**src/rtl/muldiv_unit.sv**
```systemverilog
// muldiv_unit: iterative 32-cycle multiply/divide engine writing a HI/LO pair.
// Signed operands are reduced to magnitudes at start and the sign is fixed up
// in a single correction cycle. This keeps one unsigned datapath for all four ops.
module muldiv_unit #(
  parameter int WIDTH = 32,
  parameter int CNT_W = 6
) (
  input  logic             clk,
  input  logic             rst,
  input  logic             start,
  input  logic [1:0]       op,
  input  logic [WIDTH-1:0] a,
  input  logic [WIDTH-1:0] b,
  input  logic             hi_we,
  input  logic             lo_we,
  input  logic [WIDTH-1:0] wdata,
  output logic             busy,
  output logic             done,
  output logic [WIDTH-1:0] hi,
  output logic [WIDTH-1:0] lo
);

  localparam logic [CNT_W-1:0] LAST_ITER = CNT_W'(WIDTH - 1);

  typedef enum logic [1:0] {S_IDLE, S_RUN, S_FIX} state_t;

  state_t               r_state;
  logic [CNT_W-1:0]     r_cnt;
  logic                 r_is_div;
  logic                 r_neg_q;   // negate product / quotient
  logic                 r_neg_r;   // negate remainder (dividend was negative)
  logic                 r_div0;    // signed divide by zero: LO is forced
  logic [WIDTH-1:0]     r_m;       // multiplicand or divisor magnitude
  logic [WIDTH-1:0]     r_q;       // multiplier (shifts out) or dividend/quotient
  logic [WIDTH-1:0]     r_acc;     // product high half or partial remainder
  logic [WIDTH-1:0]     r_hi;
  logic [WIDTH-1:0]     r_lo;
  logic                 r_busy;
  logic                 r_done;

  // Operand conditioning at start: MULT and DIV (op[0]=0) are the signed ops.
  logic                 w_signed;
  logic [WIDTH-1:0]     w_a_abs;
  logic [WIDTH-1:0]     w_b_abs;
  assign w_signed = ~op[0];
  assign w_a_abs  = (w_signed && a[WIDTH-1]) ? -a : a;
  assign w_b_abs  = (w_signed && b[WIDTH-1]) ? -b : b;

  // Multiply step: conditionally add, then shift {acc,q} right by one.
  logic [WIDTH:0]       w_sum;
  assign w_sum = {1'b0, r_acc} + (r_q[0] ? {1'b0, r_m} : '0);

  // Divide step: shift in the next dividend bit, trial subtract, restore on borrow.
  logic [WIDTH:0]       w_shift;
  logic [WIDTH:0]       w_diff;
  logic                 w_qbit;
  logic [WIDTH-1:0]     w_rem_next;
  assign w_shift    = {r_acc, r_q[WIDTH-1]};
  assign w_diff     = w_shift - {1'b0, r_m};
  assign w_qbit     = ~w_diff[WIDTH];
  assign w_rem_next = w_qbit ? w_diff[WIDTH-1:0] : w_shift[WIDTH-1:0];

  logic [2*WIDTH-1:0]   w_prod;
  logic [2*WIDTH-1:0]   w_prod_neg;
  assign w_prod     = {r_acc, r_q};
  assign w_prod_neg = -w_prod;

  // Control FSM and datapath registers; all outputs are registered here.
  // NOTE: sequential state uses non-blocking (<=) so every register samples pre-edge values.
  always_ff @(posedge clk) begin
    if (rst) begin
      r_state  <= S_IDLE;
      r_cnt    <= '0;
      r_is_div <= 1'b0;
      r_neg_q  <= 1'b0;
      r_neg_r  <= 1'b0;
      r_div0   <= 1'b0;
      r_m      <= '0;
      r_q      <= '0;
      r_acc    <= '0;
      r_hi     <= '0;
      r_lo     <= '0;
      r_busy   <= 1'b0;
      r_done   <= 1'b0;
    end else begin
      r_done <= 1'b0;
      unique case (r_state)
        S_IDLE: begin
          if (start) begin
            // start has priority over a coincident MTHI/MTLO write
            r_is_div <= op[1];
            r_m      <= op[1] ? w_b_abs : w_a_abs;
            r_q      <= op[1] ? w_a_abs : w_b_abs;
            r_acc    <= '0;
            r_neg_q  <= w_signed && (a[WIDTH-1] ^ b[WIDTH-1]);
            r_neg_r  <= w_signed && op[1] && a[WIDTH-1];
            r_div0   <= (op == 2'b10) && (b == '0);
            r_cnt    <= '0;
            r_busy   <= 1'b1;
            r_state  <= S_RUN;
          end else begin
            if (hi_we) r_hi <= wdata;
            if (lo_we) r_lo <= wdata;
          end
        end
        S_RUN: begin
          if (r_is_div) begin
            r_acc <= w_rem_next;
            r_q   <= {r_q[WIDTH-2:0], w_qbit};
          end else begin
            r_acc <= w_sum[WIDTH:1];
            r_q   <= {w_sum[0], r_q[WIDTH-1:1]};
          end
          r_cnt <= r_cnt + 1'b1;
          if (r_cnt == LAST_ITER) r_state <= S_FIX;
        end
        S_FIX: begin
          if (r_is_div) begin
            r_hi <= r_neg_r ? -r_acc : r_acc;
            r_lo <= r_div0 ? '1 : (r_neg_q ? -r_q : r_q);
          end else begin
            {r_hi, r_lo} <= r_neg_q ? w_prod_neg : w_prod;
          end
          r_busy  <= 1'b0;
          r_done  <= 1'b1;
          r_state <= S_IDLE;
        end
        default: r_state <= S_IDLE;
      endcase
    end
  end

  assign busy = r_busy;
  assign done = r_done;
  assign hi   = r_hi;
  assign lo   = r_lo;

endmodule

```
**config.mk**
```make
export PLATFORM = sky130hd
export DESIGN_NAME = muldiv_unit
export DESIGN_NICKNAME = d
export VERILOG_FILES = /design/src/rtl/muldiv_unit.sv
export SDC_FILE = /design/constraint.sdc
export NUM_CORES = 1
export LEC_CHECK = 0
export ABC_CLOCK_PERIOD_IN_PS = 3100
export CAP_MARGIN = 20
export CORE_MARGIN = 2
export CORE_UTILIZATION = 25
export DETAILED_ROUTE_END_ITERATION = 7
export SETUP_SLACK_MARGIN = 0.2
export SLEW_MARGIN = 10
export SYNTH_ARGS = -nofsm -noshare
export SYNTH_HDL_FRONTEND = slang
export SYNTH_SLANG_ARGS = --single-unit
```
**constraint.sdc**
```tcl
create_clock -name clk -period 3.1 [get_ports clk]
set_input_delay 0.62 -clock clk [delete_from_list [all_inputs] [get_ports clk]]
set_output_delay 0.62 -clock clk [all_outputs]
set_load 0.1 [all_outputs]
```
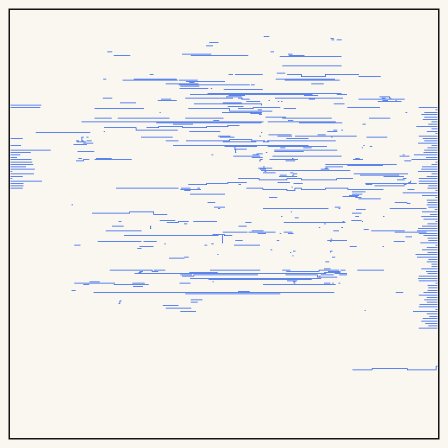
Figure 1: run 1, signal wires on met3.
The longest straight run is 138 µm. The layer carries 5150 µm of wire.

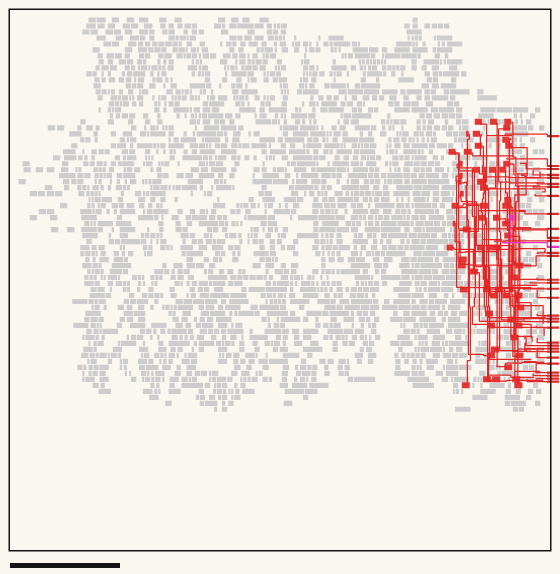
Figure 2: run 1, port wiring.
Bar = 50 µm.
`wdata`: in red, bits 32, direction input, edge east, end cells 64, wire 3020 µm. `lo_we`: in magenta, bits 1, direction input, edge east, end cells 1, wire 33.7 µm.

==> flow_metrics.tcl, run 1 <==
# metrics dict for downstream scripts
set metrics [dict create \
    setup_viol 8 \
    num_vias 17200 \
    clkTransAtPathRegs_ns 0.08 \
    status "finished with violations" \
    setup_ws_ns -0.137 \
    hold_viol 0 \
    via_per_inst 5.41 \
    syn_area_um2 14600 \
    topRoutingLayerUsed "met4" \
    worst-path-buf-inv 3 \
    tightest_slew_ns 0.909 \
    grt_pass1_wl_um 97700 \
    cts_tree "done" \
    die_y_um 245 \
    dpl-instance-area_um2 19100 \
    top_cell_area_share 0.239 \
    comb-power_uw 3570 \
    p_seq_frac 0.299 \
    cts_hold_buf 0 \
    dr.pass1.iters 5 \
    violations "negative setup slack" \
    hold_path_depth 2 \
]
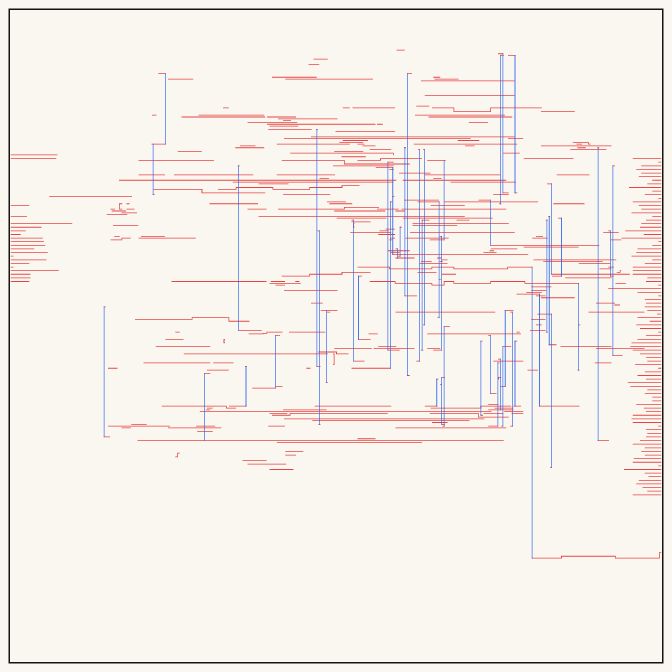
Figure 3: run 1, metal layers overlaid.
Only two layers are drawn.
met4: in blue, wire length 2190 µm. met3: in red, wire length 5150 µm.

==> inputs of run 2 (changes only) <==
ABC_CLOCK_PERIOD_IN_PS = 3520   (was 3100)
SLEW_MARGIN = not set   (was 10)
clock period = 3.52 ns   (was 3.1 ns; I/O delays follow)
==> run 2 against run 1 <==
The flow now finishes without violations. Routed wire length down 7.6%. Worst setup slack better by 0.40 ns. Critical endpoint is now r_acc[31]. Clock skew about the same.
==> flow_metrics.tcl, run 2 <==
# metrics dict for downstream scripts
set metrics [dict create \
    comb-power_uw 2460 \
    p_seq_frac 0.332 \
    grt_pass1_wl_um 90900 \
    setup_tns_ns 0 \
    worst-path-buf-inv 1 \
    status "completed" \
    layout_top_cell "nor2_1" \
    hold_viol 0 \
    clkTransAtPathRegs_ns 0.08 \
    cts_hold_buf 0 \
    top_cell_area_share 0.239 \
    cts_tree "done" \
    die_y_um 245 \
    clock_path_buffers 2 \
    p_sw_uw 2630 \
    n_sequential_cell 174 \
    hold_path_depth 2 \
    topRoutingLayerUsed "met4" \
    dr.pass1.iters 5 \
    setup_ws_ns 0.259 \
    setup_viol 0 \
    syn_area_um2 14600 \
]
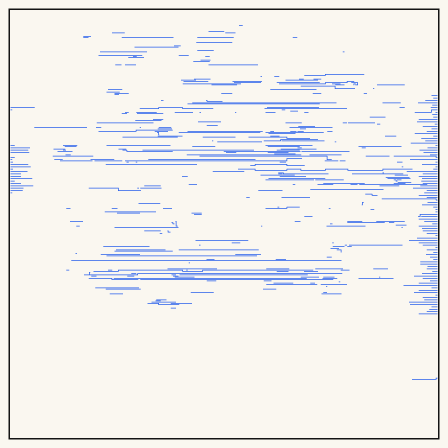
Figure 4: run 2, signal wires on met3.
320 nets have wire on it. The layer holds 9.2% of the routed length. The longest straight run is 155 µm. The layer carries 5640 µm of wire.

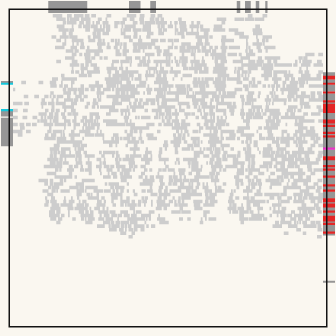
Figure 5: run 2, pin map.
Pins as bars across the die edge, other pins in grey.
`op`: in cyan, pins 2, direction input, edge west. `wdata`: in red, pins 32, direction input, edge east. `lo_we`: in magenta, pins 1, direction input, edge east.

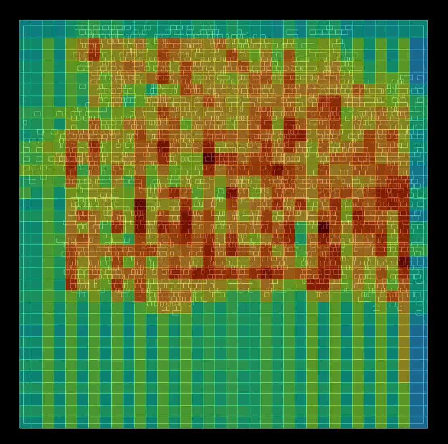
Figure 6: run 2, routing congestion.
GR Layer Usage met2: 0.293
DR WL/cell: 20.7 µm

